run_1/final_congestion.png
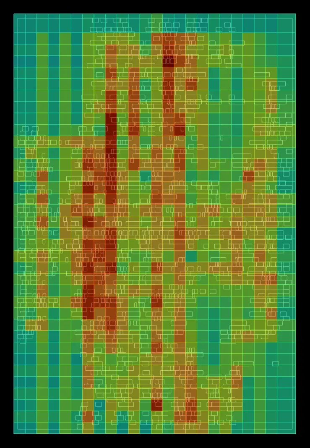
run_1/clock_map.png
Scale: 2 px per um.
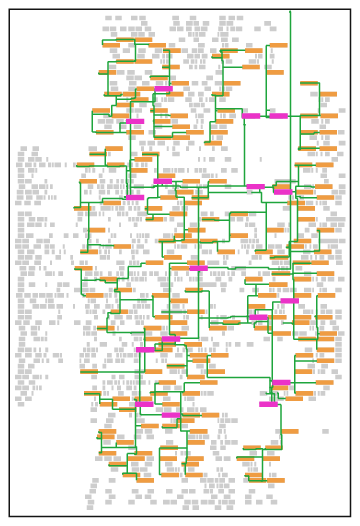
run_1/drive_strength.png
Scale: 1.5 px per um.
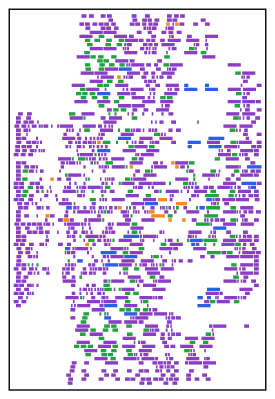
--- config.mk ---
export PLATFORM = sky130hd
export DESIGN_NAME = fetch_unit
export DESIGN_NICKNAME = d
export VERILOG_FILES = /design/src/rtl/fetch_pkg.sv /design/src/rtl/fetch_hold_buffer.sv /design/src/rtl/fetch_unit.sv
export SDC_FILE = /design/constraint.sdc
export NUM_CORES = 1
export LEC_CHECK = 0
export CORE_ASPECT_RATIO = 1.5
export CORE_MARGIN = 2
export CORE_UTILIZATION = 26
export CTS_CLUSTER_DIAMETER = 120
export DETAILED_ROUTE_END_ITERATION = 6
export GPL_TIMING_DRIVEN = 0
export PLACE_DENSITY = 0.52
export SLEW_MARGIN = 20
export SYNTH_ARGS = -nofsm -noshare
export SYNTH_HDL_FRONTEND = slang
export SYNTH_SLANG_ARGS = --single-unit
--- constraint.sdc ---
create_clock -name clk -period 19.01 [get_ports clk]
set_clock_uncertainty 0.15 [all_clocks]
set_input_delay 3.802 -clock clk [delete_from_list [all_inputs] [get_ports clk]]
set_output_delay 3.802 -clock clk [all_outputs]
set_load 0.05 [all_outputs]
--- src/rtl/fetch_pkg.sv ---
// Shared types and constants for the instruction-fetch stage.
// Latency: n/a (package). Backpressure: n/a.
// Holds the FSM state encoding, PCSrc encodings and the canonical NOP word.
package fetch_pkg;

    typedef enum logic [1:0] {
        S_REQ   = 2'd0,
        S_DRAIN = 2'd1,
        S_HOLD  = 2'd2
    } fetch_state_e;

    localparam logic [1:0] PCSRC_PC4    = 2'b00;
    localparam logic [1:0] PCSRC_BRANCH = 2'b01;
    localparam logic [1:0] PCSRC_JALR   = 2'b10;
    localparam logic [1:0] PCSRC_JAL    = 2'b11;

    localparam logic [31:0] NOP_INSTR = 32'h0000_0013;

endpackage

--- src/rtl/fetch_hold_buffer.sv ---
// One-entry instruction+PC buffer parking a fetched word while the stage is stalled.
// Latency: load visible the cycle after the load edge. Backpressure: none, owner sequences load/drop.
// Load takes precedence over drop; drop also serves as "consumed".
module fetch_hold_buffer
    import fetch_pkg::*;
(
    input  logic        clk,
    input  logic        rst,
    input  logic        load,
    input  logic        drop,
    input  logic [31:0] load_instr,
    input  logic [31:0] load_pc,
    output logic        buf_valid,
    output logic [31:0] buf_instr,
    output logic [31:0] buf_pc
);

    always_ff @(posedge clk or posedge rst) begin
        if (rst) begin
            buf_valid <= 1'b0;
            buf_instr <= NOP_INSTR;
            buf_pc    <= 32'h0000_0000;
        end else if (load) begin
            buf_valid <= 1'b1;
            buf_instr <= load_instr;
            buf_pc    <= load_pc;
        end else if (drop) begin
            buf_valid <= 1'b0;
        end
    end

endmodule

--- src/rtl/fetch_unit.sv ---
// Instruction fetch: owns the PC, single-outstanding imem req/rvalid, fills IF/ID; FETCH_STATS_EN adds counters.
// Latency: rvalid in cycle N lands in IF/ID at the edge ending N; next request in N+1.
// Backpressure: Stall parks a returning word in the hold buffer and drops imem_req until released.
module fetch_unit
    import fetch_pkg::*;
#(
    parameter logic [31:0] RESET_PC = 32'h0000_0000
)
(
    input  logic        clk,
    input  logic        rst,
    input  logic [1:0]  PCSrc,
    input  logic        Stall,
    input  logic        Flush,
    input  logic [31:0] branch_target,
    input  logic [31:0] jalr_target,
    input  logic [31:0] jal_target,
    output logic        imem_req,
    output logic [31:0] imem_addr,
    input  logic        imem_rvalid,
    input  logic [31:0] imem_rdata,
    output logic        IF_ID_valid,
    output logic [31:0] IF_ID_instr,
    output logic [31:0] IF_ID_pc,
    output logic [31:0] IF_ID_pc4
`ifdef FETCH_STATS_EN
    ,
    output logic [31:0] stat_fetched,
    output logic [31:0] stat_squashed,
    output logic [31:0] stat_stall_cycles
`endif
);

    fetch_state_e state, state_nxt;
    logic [31:0]  pc, pc_nxt;
    logic [31:0]  drain_addr, drain_addr_nxt;
    logic [31:0]  redirect_pc;
    logic         redirect;
    logic         deliver_mem;
    logic         deliver_buf;
    logic         buf_load;
    logic         buf_squash;
    logic         hold_vld;
    logic [31:0]  hold_instr;
    logic [31:0]  hold_pc;

    assign redirect = (PCSrc != PCSRC_PC4);

    always_comb begin
        redirect_pc = pc;
        case (PCSrc)
            PCSRC_BRANCH: redirect_pc = branch_target;
            PCSRC_JALR:   redirect_pc = {jalr_target[31:1], 1'b0};
            PCSRC_JAL:    redirect_pc = jal_target;
            default:      redirect_pc = pc;
        endcase
    end

    // While draining, the bus must keep showing the abandoned address until it completes.
    assign imem_req  = !rst && (state != S_HOLD);
    assign imem_addr = (state == S_DRAIN) ? drain_addr : pc;

    always_comb begin
        state_nxt      = state;
        pc_nxt         = pc;
        drain_addr_nxt = drain_addr;
        deliver_mem    = 1'b0;
        deliver_buf    = 1'b0;
        buf_load       = 1'b0;
        buf_squash     = 1'b0;
        case (state)
            S_REQ: begin
                if (imem_rvalid) begin
                    if (redirect) begin
                        pc_nxt = redirect_pc;
                    end else if (Flush) begin
                        pc_nxt = pc;
                    end else if (Stall) begin
                        buf_load  = 1'b1;
                        state_nxt = S_HOLD;
                    end else begin
                        deliver_mem = 1'b1;
                        pc_nxt      = pc + 32'd4;
                    end
                end else if (redirect) begin
                    pc_nxt         = redirect_pc;
                    drain_addr_nxt = pc;
                    state_nxt      = S_DRAIN;
                end
            end
            S_DRAIN: begin
                if (redirect) begin
                    pc_nxt = redirect_pc;
                end
                if (imem_rvalid) begin
                    state_nxt = S_REQ;
                end
            end
            S_HOLD: begin
                if (redirect) begin
                    buf_squash = 1'b1;
                    pc_nxt     = redirect_pc;
                    state_nxt  = S_REQ;
                end else if (Flush) begin
                    buf_squash = 1'b1;
                    state_nxt  = S_REQ;
                end else if (!Stall && hold_vld) begin
                    deliver_buf = 1'b1;
                    pc_nxt      = pc + 32'd4;
                    state_nxt   = S_REQ;
                end
            end
            default: begin
                state_nxt = S_REQ;
            end
        endcase
    end

    always_ff @(posedge clk or posedge rst) begin
        if (rst) begin
            state      <= S_REQ;
            pc         <= RESET_PC;
            drain_addr <= RESET_PC;
        end else begin
            state      <= state_nxt;
            pc         <= pc_nxt;
            drain_addr <= drain_addr_nxt;
        end
    end

    fetch_hold_buffer u_hold (
        .clk        (clk),
        .rst        (rst),
        .load       (buf_load),
        .drop       (buf_squash || deliver_buf),
        .load_instr (imem_rdata),
        .load_pc    (pc),
        .buf_valid  (hold_vld),
        .buf_instr  (hold_instr),
        .buf_pc     (hold_pc)
    );

    // IF/ID: squash beats stall; an unstalled cycle without a delivery is a bubble.
    always_ff @(posedge clk or posedge rst) begin
        if (rst) begin
            IF_ID_valid <= 1'b0;
            IF_ID_instr <= NOP_INSTR;
            IF_ID_pc    <= RESET_PC;
        end else if (redirect || Flush) begin
            IF_ID_valid <= 1'b0;
            IF_ID_instr <= NOP_INSTR;
        end else if (!Stall) begin
            if (deliver_mem) begin
                IF_ID_valid <= 1'b1;
                IF_ID_instr <= imem_rdata;
                IF_ID_pc    <= pc;
            end else if (deliver_buf) begin
                IF_ID_valid <= 1'b1;
                IF_ID_instr <= hold_instr;
                IF_ID_pc    <= hold_pc;
            end else begin
                IF_ID_valid <= 1'b0;
                IF_ID_instr <= NOP_INSTR;
            end
        end
    end

    assign IF_ID_pc4 = IF_ID_pc + 32'd4;

`ifdef FETCH_STATS_EN
    logic rsp_discard;

    assign rsp_discard = imem_rvalid &&
                         ((state == S_DRAIN) || ((state == S_REQ) && (redirect || Flush)));

    always_ff @(posedge clk or posedge rst) begin
        if (rst) begin
            stat_fetched      <= 32'd0;
            stat_squashed     <= 32'd0;
            stat_stall_cycles <= 32'd0;
        end else begin
            if (deliver_mem || deliver_buf) begin
                stat_fetched <= stat_fetched + 32'd1;
            end
            if (rsp_discard || buf_squash) begin
                stat_squashed <= stat_squashed + 32'd1;
            end
            if (Stall) begin
                stat_stall_cycles <= stat_stall_cycles + 32'd1;
            end
        end
    end
`endif

endmodule
==> reports/metrics.csv, run 1 <==
stage,metric,value,unit
run_status,result of the run,"finished, final reports clean",
grt,antenna violations before repair,0,
logic_synthesis,async set-or-reset flop fraction in the synthesized netlist,100,%
critical_path,largest fanout on the critical path,2,
grt,global route hottest layer,met2,
placed_design,total placed instance area,14000,um^2
final_timing,Setup TNS,0,ps
final_layout,fraction of layout cells with a size suffix above 1,18.4,%
die,width of the die,170,um
logic_synthesis,area share of and/or/nand/nor cells after synthesis,14.0,%
clocking,Root Buffer Master,sky130_fd_sc_hd__clkbuf_16,
hold_path,type of the most critical hold path,flip-flop to flip-flop,
pwr,P_leak,6.26,nW
clocking,maximum buffer depth of the clock tree,2,
placed_design,Port Buffers,259,
clocking,clock tree from TritonCTS,built,
routing,final wirelength,36.9,mm
final_layout,post-layout instance count excluding filler cells,1850,
logic_synthesis,"EDFF count, synth",0,
logic_synthesis,Yosys chip area,10700,um^2
placed_design,pre-CTS setup slack,9750,ps
placed_design,HPWL after detailed placement,28.6,mm
placed_design,cell count after placement,1818,
routing,initial DRC count,662,
routing,DR vias/cell,4.97,
logic_synthesis,share of synthesized area spent on multiplexers,19.0,%
clocking,number of buffers added to fix hold violations after cts,0,
pwr,Comb group,1.29,mW
grt,GR Layer Usage met3,2.44,%
critical_path,cell class contributing the biggest share of worst-path delay,buffers and inverters,
grt,aggregate global routing overflow,0,
logic_synthesis,Gate Count Post-Synth,1046,
final_timing,max-slew violations,0,
routing,wire length on met1,14.9,mm
routing,met3 wire length,1.57,mm
pwr,Power Internal,1.28,mW
routing,Final ANT Viol Nets,0,
final_timing,shortest period the worst path allows,9240,ps
pwr,Max power group,combinational cells,
clocking,number of cells upsized or downsized after cts,0,
run,count of warning messages emitted by the tools,29,
logic_synthesis,most common flop cell mapped by yosys,sky130_fd_sc_hd__dfrtp_1,
logic_synthesis,area share of and-or/or-and cells after synthesis,13.6,%
-- final_congestion.png (at the start) --
end-of-flow core utilization: 35.7%
wire length per cell: 19.9 um
GRT Util Overall: 17.1%

-- clock_map.png (at the start) --
[orange] flip-flops | count: 196
[magenta] cells driving clock nets | count: 17
[green] clock wires | length: 2840 um
routed clock nets	18
power consumed by the clock network: 0.386 mW
source-to-sink clock delay at the later pin of the worst-skew pair: 460 ps
clock network fraction of total power: 16.1%

-- drive_strength.png (at the start) --
colour	size	cells	share
blue	drive 6 and up	35	2.6%
green	drive 2	193	14%
orange	drive 3 to 4	18	1.3%
purple	drive 1 or less	1093	82%
area grow syn2layout: 36.4%
final instance area: 14600 um^2
final worst-path setup slack: 9770 ps

run 1: final timing paths:
| kind | from | end | slack [ps] | cells after the start |
|---|---|---|---|---|
| min in group asynchronous | rst | IF_ID_instr[28]$_DFFE_PP0P_ | 3570 | 2 |
| min reg2reg | u_hold.buf_instr[3]$_DFFE_PP0P_ | IF_ID_instr[3]$_DFFE_PP0P_ | 310 | 2 |
| max | rst | imem_req | 9770 | 3 |
| min | u_hold.buf_instr[3]$_DFFE_PP0P_ | IF_ID_instr[3]$_DFFE_PP0P_ | 310 | 2 |
| max in group asynchronous | rst | u_hold.buf_instr[19]$_DFFE_PP0P_ | 14410 | 3 |
| max reg2reg | state[1]$_DFFE_PP0P_ | IF_ID_pc[0]$_DFFE_PP0P_ | 16350 | 7 |
run 1: synth_stat cells (4+ instances only):
master | number | area [um^2]
sky130_fd_sc_hd__a211oi_1 | 4 | 30.0
sky130_fd_sc_hd__a21oi_1 | 35 | 175
sky130_fd_sc_hd__a22o_1 | 6 | 52.6
sky130_fd_sc_hd__a22oi_1 | 31 | 233
sky130_fd_sc_hd__a31oi_1 | 4 | 25.0
sky130_fd_sc_hd__and2_1 | 5 | 31.3
sky130_fd_sc_hd__and3_1 | 8 | 50.1
sky130_fd_sc_hd__and4_1 | 6 | 52.6
sky130_fd_sc_hd__buf_1 | 4 | 15.0
sky130_fd_sc_hd__buf_2 | 37 | 185
sky130_fd_sc_hd__buf_4 | 11 | 82.6
sky130_fd_sc_hd__buf_6 | 5 | 56.3
sky130_fd_sc_hd__clkbuf_1 | 28 | 105
sky130_fd_sc_hd__clkbuf_2 | 5 | 25.0
sky130_fd_sc_hd__dfrtp_1 | 190 | 4750
sky130_fd_sc_hd__dfstp_2 | 6 | 158
sky130_fd_sc_hd__ha_1 | 5 | 62.6
sky130_fd_sc_hd__inv_1 | 12 | 45.0
sky130_fd_sc_hd__mux2_2 | 128 | 1440
sky130_fd_sc_hd__mux2i_1 | 60 | 601
sky130_fd_sc_hd__nand2_1 | 149 | 559
sky130_fd_sc_hd__nand2b_1 | 4 | 25.0
sky130_fd_sc_hd__nand3_1 | 24 | 120
sky130_fd_sc_hd__nand4_1 | 21 | 131
sky130_fd_sc_hd__nor2_1 | 41 | 154
sky130_fd_sc_hd__nor3_1 | 17 | 85.1
sky130_fd_sc_hd__nor4_1 | 9 | 56.3
sky130_fd_sc_hd__o2111ai_1 | 5 | 43.8
sky130_fd_sc_hd__o21ai_0 | 70 | 350
sky130_fd_sc_hd__o21ai_1 | 4 | 20.0
sky130_fd_sc_hd__o31ai_1 | 14 | 105
sky130_fd_sc_hd__o41ai_1 | 5 | 43.8
sky130_fd_sc_hd__xnor2_1 | 22 | 193
sky130_fd_sc_hd__xor2_1 | 6 | 52.6
run 1: layout make-up:
| class | instances | area [um^2] | share of cell area, % |
|---|---|---|---|
| multi-input combinational | 748 | 5310 | 36.3 |
| sequential | 196 | 4910 | 33.5 |
| timing repair buffer | 261 | 2650 | 18.1 |
| tap | 511 | 639 | 4.37 |
| buffer | 90 | 469 | 3.20 |
| clock buffer | 19 | 443 | 3.02 |
| clock inverter | 13 | 170 | 1.16 |
| inverter | 12 | 52.6 | 0.359 |
==> run 2, diff against run 1 <==
==> constraint.sdc (replaced) <==
create_clock -name clk -period 9.35 [get_ports clk]
set_clock_uncertainty 0.15 [all_clocks]
set_input_delay 1.87 -clock clk [delete_from_list [all_inputs] [get_ports clk]]
set_output_delay 1.87 -clock clk [all_outputs]
set_load 0.05 [all_outputs]
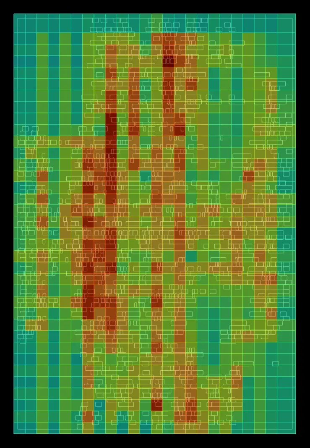
run_2/final_congestion.png
grt met2 use: 31.3%
GR Layer Usage met3: 2.44%
met1 track demand over resource in global routing: 20.1%
global route hottest layer: met2

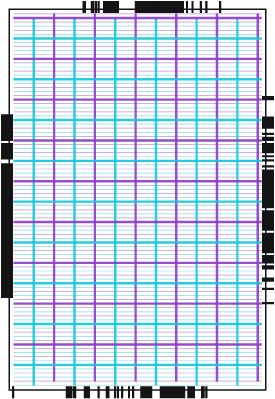
run_2/pdn.png
Scale: 1.5 px per um. Pins as bars on the die edge.
colour	net
purple	VDD
cyan	VSS
rows	91
met1 rails	92
met4 straps	12
met5 straps	18
signal pins	265
width of the die: 170 um
Peak supply drop: 0.157 mV
placeable core region: 41000 um^2
Die Y: 253 um

==> reports/metrics.csv, run 2 <==
stage,metric,value,unit
logic_synthesis,most common flop cell mapped by yosys,sky130_fd_sc_hd__dfrtp_1,
logic_synthesis,"EDFF count, synth",0,
logic_synthesis,Yosys chip area,10700,um^2
logic_synthesis,library cell occupying the most area in the post-synthesis netlist,sky130_fd_sc_hd__dfrtp_1,
clocking,maximum buffer depth of the clock tree,2,
routing,DR vias/cell,4.97,
critical_path,largest fanout on the critical path,8,
grt,vias in the first global route,9012,
clocking,Root Buffer Master,sky130_fd_sc_hd__clkbuf_16,
clocking,number of buffers added to fix hold violations after cts,0,
final_layout,post-layout instance count excluding filler cells,1850,
clocking,number of cells upsized or downsized after cts,0,
logic_synthesis,top post-synthesis cells by area,"sky130_fd_sc_hd__dfrtp_1 (44%), sky130_fd_sc_hd__mux2_2 (13%), sky130_fd_sc_hd__mux2i_1 (5.6%), sky130_fd_sc_hd__nand2_1 (5.2%), sky130_fd_sc_hd__o21ai_0 (3.3%)",
routing,initial DRC count,662,
logic_synthesis,cell total in the yosys stat output,1046,
clocking,clock tree from TritonCTS,built,
final_timing,Setup TNS,0,ps
placed_design,HPWL after detailed placement,28.6,mm
final_layout,Logic area,5310,um^2
hold_path,type of the most critical hold path,flip-flop to flip-flop,
pwr,P_leak,6.26,nW
placed_design,pre-CTS setup slack,3950,ps
grt,GRT Util Overall,17.1,%
critical_path,maximum single-stage delay on the critical path,820,ps
routing,wire length per cell,19.9,um
routing,Final ANT Viol Nets,0,
grt,antenna violations before repair,0,
final_layout,area grow syn2layout,36.4,%
logic_synthesis,dominant cell by count in the synthesized netlist,sky130_fd_sc_hd__dfrtp_1,
final_layout,register cell area after layout,4910,um^2
pwr,clock network fraction of total power,16.1,%
placed_design,cell count after placement,1818,
clocking,source-to-sink clock delay at the later pin of the worst-skew pair,460,ps
run_status,result of the run,"finished, final reports clean",
logic_synthesis,Gate Count Post-Synth,1046,
pwr,Power Internal,2.59,mW
final_timing,max-slew violations,0,
logic_synthesis,top cells by instance count after synthesis,"sky130_fd_sc_hd__dfrtp_1 (190), sky130_fd_sc_hd__nand2_1 (149), sky130_fd_sc_hd__mux2_2 (128)",
placed_design,Port Buffers,259,
==> run 2: cell counts after synthesis <==
No cell type changed its count.
==> run 2: per-stage QoR <==
| step | cell area [um^2] | util (%) | total power, mW |
|---|---|---|---|
| floorplan | 10700 | - | 3.17 |
| global placement | 14000 | 34.1 | 4.08 |
| detailed placement | 14000 | 34.2 | 4.12 |
| CTS | 14600 | 35.7 | 4.92 |
| global route | 14600 | 35.7 | 5.11 |
| finish | 14600 | 35.7 | 4.87 |
==> run 2: cell families (layout without fill, tap and decap cells) <==
logic type | count (synthesis) | in the layout | synth area share [%]
multiplexers | 188 | 188 | 19.0
flip-flops | 196 | 196 | 45.8
AND-OR/OR-AND | 216 | 216 | 13.6
AND/OR/NAND/NOR | 311 | 311 | 14.0
XOR/XNOR | 28 | 28 | 2.28
adder cells (fa/ha/maj) | 5 | 5 | 0.583
buffers and inverters | 102 | 395 | 4.79
==> run 2: path summary, 6_finish.rpt <==
path / slack [ps] / start / to / cells past startpoint
setup reg to reg: 6690 / state[1]$_DFFE_PP0P_ / IF_ID_pc[0]$_DFFE_PP0P_ / 7
hold / removal: 310 / u_hold.buf_instr[3]$_DFFE_PP0P_ / IF_ID_instr[3]$_DFFE_PP0P_ / 2
setup / recovery: 3870 / IF_ID_pc[4]$_DFFE_PP0P_ / IF_ID_pc4[26] / 7
hold reg to reg: 310 / u_hold.buf_instr[3]$_DFFE_PP0P_ / IF_ID_instr[3]$_DFFE_PP0P_ / 2
min in group asynchronous: 1640 / rst / IF_ID_instr[28]$_DFFE_PP0P_ / 2
max in group asynchronous: 6680 / rst / u_hold.buf_instr[19]$_DFFE_PP0P_ / 3
==> run 2: layout make-up <==
type | count | share of cell area [%]
Multi-Input combinational cell | 748 | 36.3
Sequential cell | 196 | 33.5
Timing Repair Buffer | 261 | 18.1
Tap cell | 511 | 4.37
Buffer | 90 | 3.20
Clock buffer | 19 | 3.02
Clock inverter | 13 | 1.16
Inverter | 12 | 0.359
==> run 2: metal layers <==
layer / GRT usage (%) / wire (um) / up-vias
li1: - / - / 4337
met1: 20.1 / 14900 / 4477
met2: 31.3 / 19500 / 330
met3: 2.44 / 1570 / 51
met4: 6.08 / 884 / 0
met5: 0 / 0 / -
==> run 2: worst max-delay path, delay by kind of cell, from the launching register on <==
kind                      cells  cell delay, ps
xor gates and xnor gates      1             160
buffers and inverters         2            1130
DFF                           1             500
and+or+nand+nor               4            1220
==> run 2: power groups by stage <==
stage / Combinational, mW / Clock, mW / Sequential, mW
after floorplan: 1.58 / 0 / 1.59
after global placement: 2.61 / 0 / 1.47
after detailed placement: 2.63 / 0 / 1.49
after CTS: 2.63 / 0.813 / 1.47
after global routing: 2.75 / 0.846 / 1.52
final: 2.61 / 0.786 / 1.47
==> run 3, diff against run 2 <==
--- a/config.mk
+++ b/config.mk
@@ -11,7 +11,7 @@
 export CTS_CLUSTER_DIAMETER = 120
 export DETAILED_ROUTE_END_ITERATION = 6
 export GPL_TIMING_DRIVEN = 0
-export PLACE_DENSITY = 0.52
+export PLACE_DENSITY = 0.53
 export SLEW_MARGIN = 20
 export SYNTH_ARGS = -nofsm -noshare
 export SYNTH_HDL_FRONTEND = slang
==> constraint.sdc (replaced) <==
create_clock -name clk -period 4.9 [get_ports clk]
set_clock_uncertainty 0.15 [all_clocks]
set_input_delay 0.98 -clock clk [delete_from_list [all_inputs] [get_ports clk]]
set_output_delay 0.98 -clock clk [all_outputs]
set_load 0.05 [all_outputs]
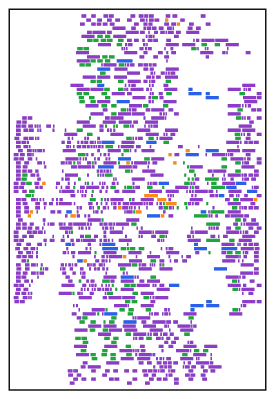
run_3/drive_strength.png
Scale: 1.5 px per um.
colour	size	cells	share
orange	drive 3 to 4	19	1.4%
green	drive 2	192	14%
purple	drive 1 or less	1094	81%
blue	drive 6 and up	38	2.8%
area grow syn2layout: 37.2%
final instance area: 14700 um^2
final worst-path setup slack: 143 ps
Signal buffers: 355

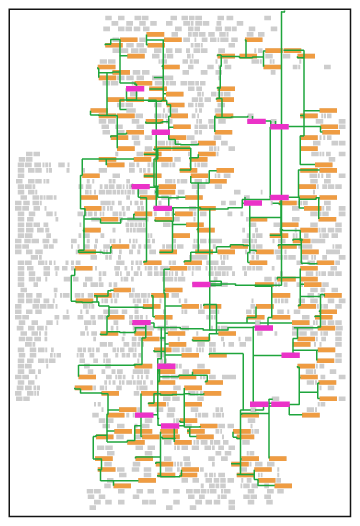
run_3/clock_map.png
Scale: 2 px per um.
[green] clock wires | length: 2900 um
[orange] flip-flops | count: 196
[magenta] cells driving clock nets | count: 17
routed clock nets	18
power consumed by the clock network: 1.56 mW
clock network fraction of total power: 16.7%
source-to-sink clock delay at the later pin of the worst-skew pair: 450 ps

==> reports/metrics.csv, run 3 <==
stage,metric,value,unit
clocking,maximum buffer depth of the clock tree,2,
pwr,Peak supply drop,0.292,mV
routing,initial DRC count,600,
die,Die Y,253,um
pwr,P_leak,6.29,nW
logic_synthesis,dominant cell by count in the synthesized netlist,sky130_fd_sc_hd__dfrtp_1,
final_layout,end-of-flow core utilization,35.9,%
logic_synthesis,Yosys chip area,10700,um^2
grt,antenna violations before repair,0,
run_status,result of the run,"finished, final reports clean",
placed_design,HPWL after detailed placement,28.8,mm
clocking,number of buffers added to fix hold violations after cts,0,
die,width of the die,170,um
critical_path,maximum single-stage delay on the critical path,830,ps
grt,vias in the first global route,9300,
logic_synthesis,cell total in the yosys stat output,1046,
clocking,number of cells upsized or downsized after cts,0,
logic_synthesis,library cell occupying the most area in the post-synthesis netlist,sky130_fd_sc_hd__dfrtp_1,
placed_design,Port Buffers,259,
grt,GRT Util Overall,17.0,%
logic_synthesis,async set-or-reset flop fraction in the synthesized netlist,100,%
clocking,clock tree from TritonCTS,built,
final_layout,fraction of layout cells with a size suffix above 1,18.5,%
routing,Final ANT Viol Nets,0,
hold_path,type of the most critical hold path,flip-flop to flip-flop,
logic_synthesis,"EDFF count, synth",0,
die,placeable core region,41000,um^2
## run 3: netlist changes by cell type in the layout (fill, tap and decap cells not counted)
cell and delta:
sky130_fd_sc_hd__buf_12 +6, sky130_fd_sc_hd__buf_16 -2, sky130_fd_sc_hd__inv_6 -1, sky130_fd_sc_hd__bufinv_16 +1
sky130_fd_sc_hd__inv_8 -1, sky130_fd_sc_hd__clkbuf_1 +1, sky130_fd_sc_hd__clkinv_4 +1, sky130_fd_sc_hd__clkinv_2 -1
## run 3: final timing paths
check,start,endpoint,slack [ps],cells after the start
setup reg to reg,state[0]$_DFFE_PP0P_,IF_ID_pc[29]$_DFFE_PP0P_,2190,7
max in group asynchronous,rst,IF_ID_pc[5]$_DFFE_PP0P_,2690,5
hold reg to reg,u_hold.buf_instr[16]$_DFFE_PP0P_,IF_ID_instr[16]$_DFFE_PP0P_,310,2
setup / recovery,IF_ID_pc[4]$_DFFE_PP0P_,IF_ID_pc4[26],140,7
min in group asynchronous,rst,IF_ID_instr[24]$_DFFE_PP0P_,860,2
hold / removal,u_hold.buf_instr[16]$_DFFE_PP0P_,IF_ID_instr[16]$_DFFE_PP0P_,310,2
## run 3: where the power goes
| part | switching (mW) | internal [mW] |
|---|---|---|
| clock | 0.678 | 0.880 |
| combinational | 3.12 | 1.87 |
| sequential | 0.550 | 2.26 |
| total | 4.35 | 5.01 |
## run 3: area by class of cell
cell class	count	area, um^2	area share, %
multi-input cells	748	5310	36.1
flip-flops and latches	196	4910	33.4
repair buffers	265	2710	18.4
well taps	511	639	4.34
plain buffers	90	469	3.19
clock buffers	20	447	3.03
clock inverters	12	188	1.27
inverters	12	48.8	0.331
## run 3: cells by family after synthesis
family          share of synthesized area [%]
buf+inv                                  4.79
fa+ha+maj                               0.583
simple gates                             14.0
flops                                    45.8
xor+xnor                                 2.28
compound gates                           13.6
mux                                      19.0
## run 3: tightest hold or removal path, stage by stage (launching register included)
cell,delay [ps]
sky130_fd_sc_hd__dfrtp_1,340
sky130_fd_sc_hd__nand2_1,50
sky130_fd_sc_hd__nand2_1,50
## run 3: layer usage
layer	routed length [um]	vias up	part of all wire, %	global-route usage (%)
li1	-	4357	-	-
met1	14500	4529	40	19.3
met2	19600	361	53	32.1
met3	1740	48	4.7	2.36
met4	900	0	2.4	6.20
met5	0	-	0	0
## run 3: through the flow
step / instance area, um^2 / total power [mW] / setup TNS [ps] / std cells / setup WS (ps)
floorplan: 10700 / 6.06 / 0 / 1046 / 1160
global placement: 14000 / 7.78 / -97610 / 1816 / -532
detailed placement: 14100 / 7.86 / 0 / 1822 / 531
CTS: 14700 / 9.44 / 0 / 1854 / 32.7
global route: 14700 / 9.81 / 0 / 1854 / 24.7
finish: 14700 / 9.35 / 0 / 1854 / 143
Power figures rest on the tool's default switching activity, not on a simulated workload.
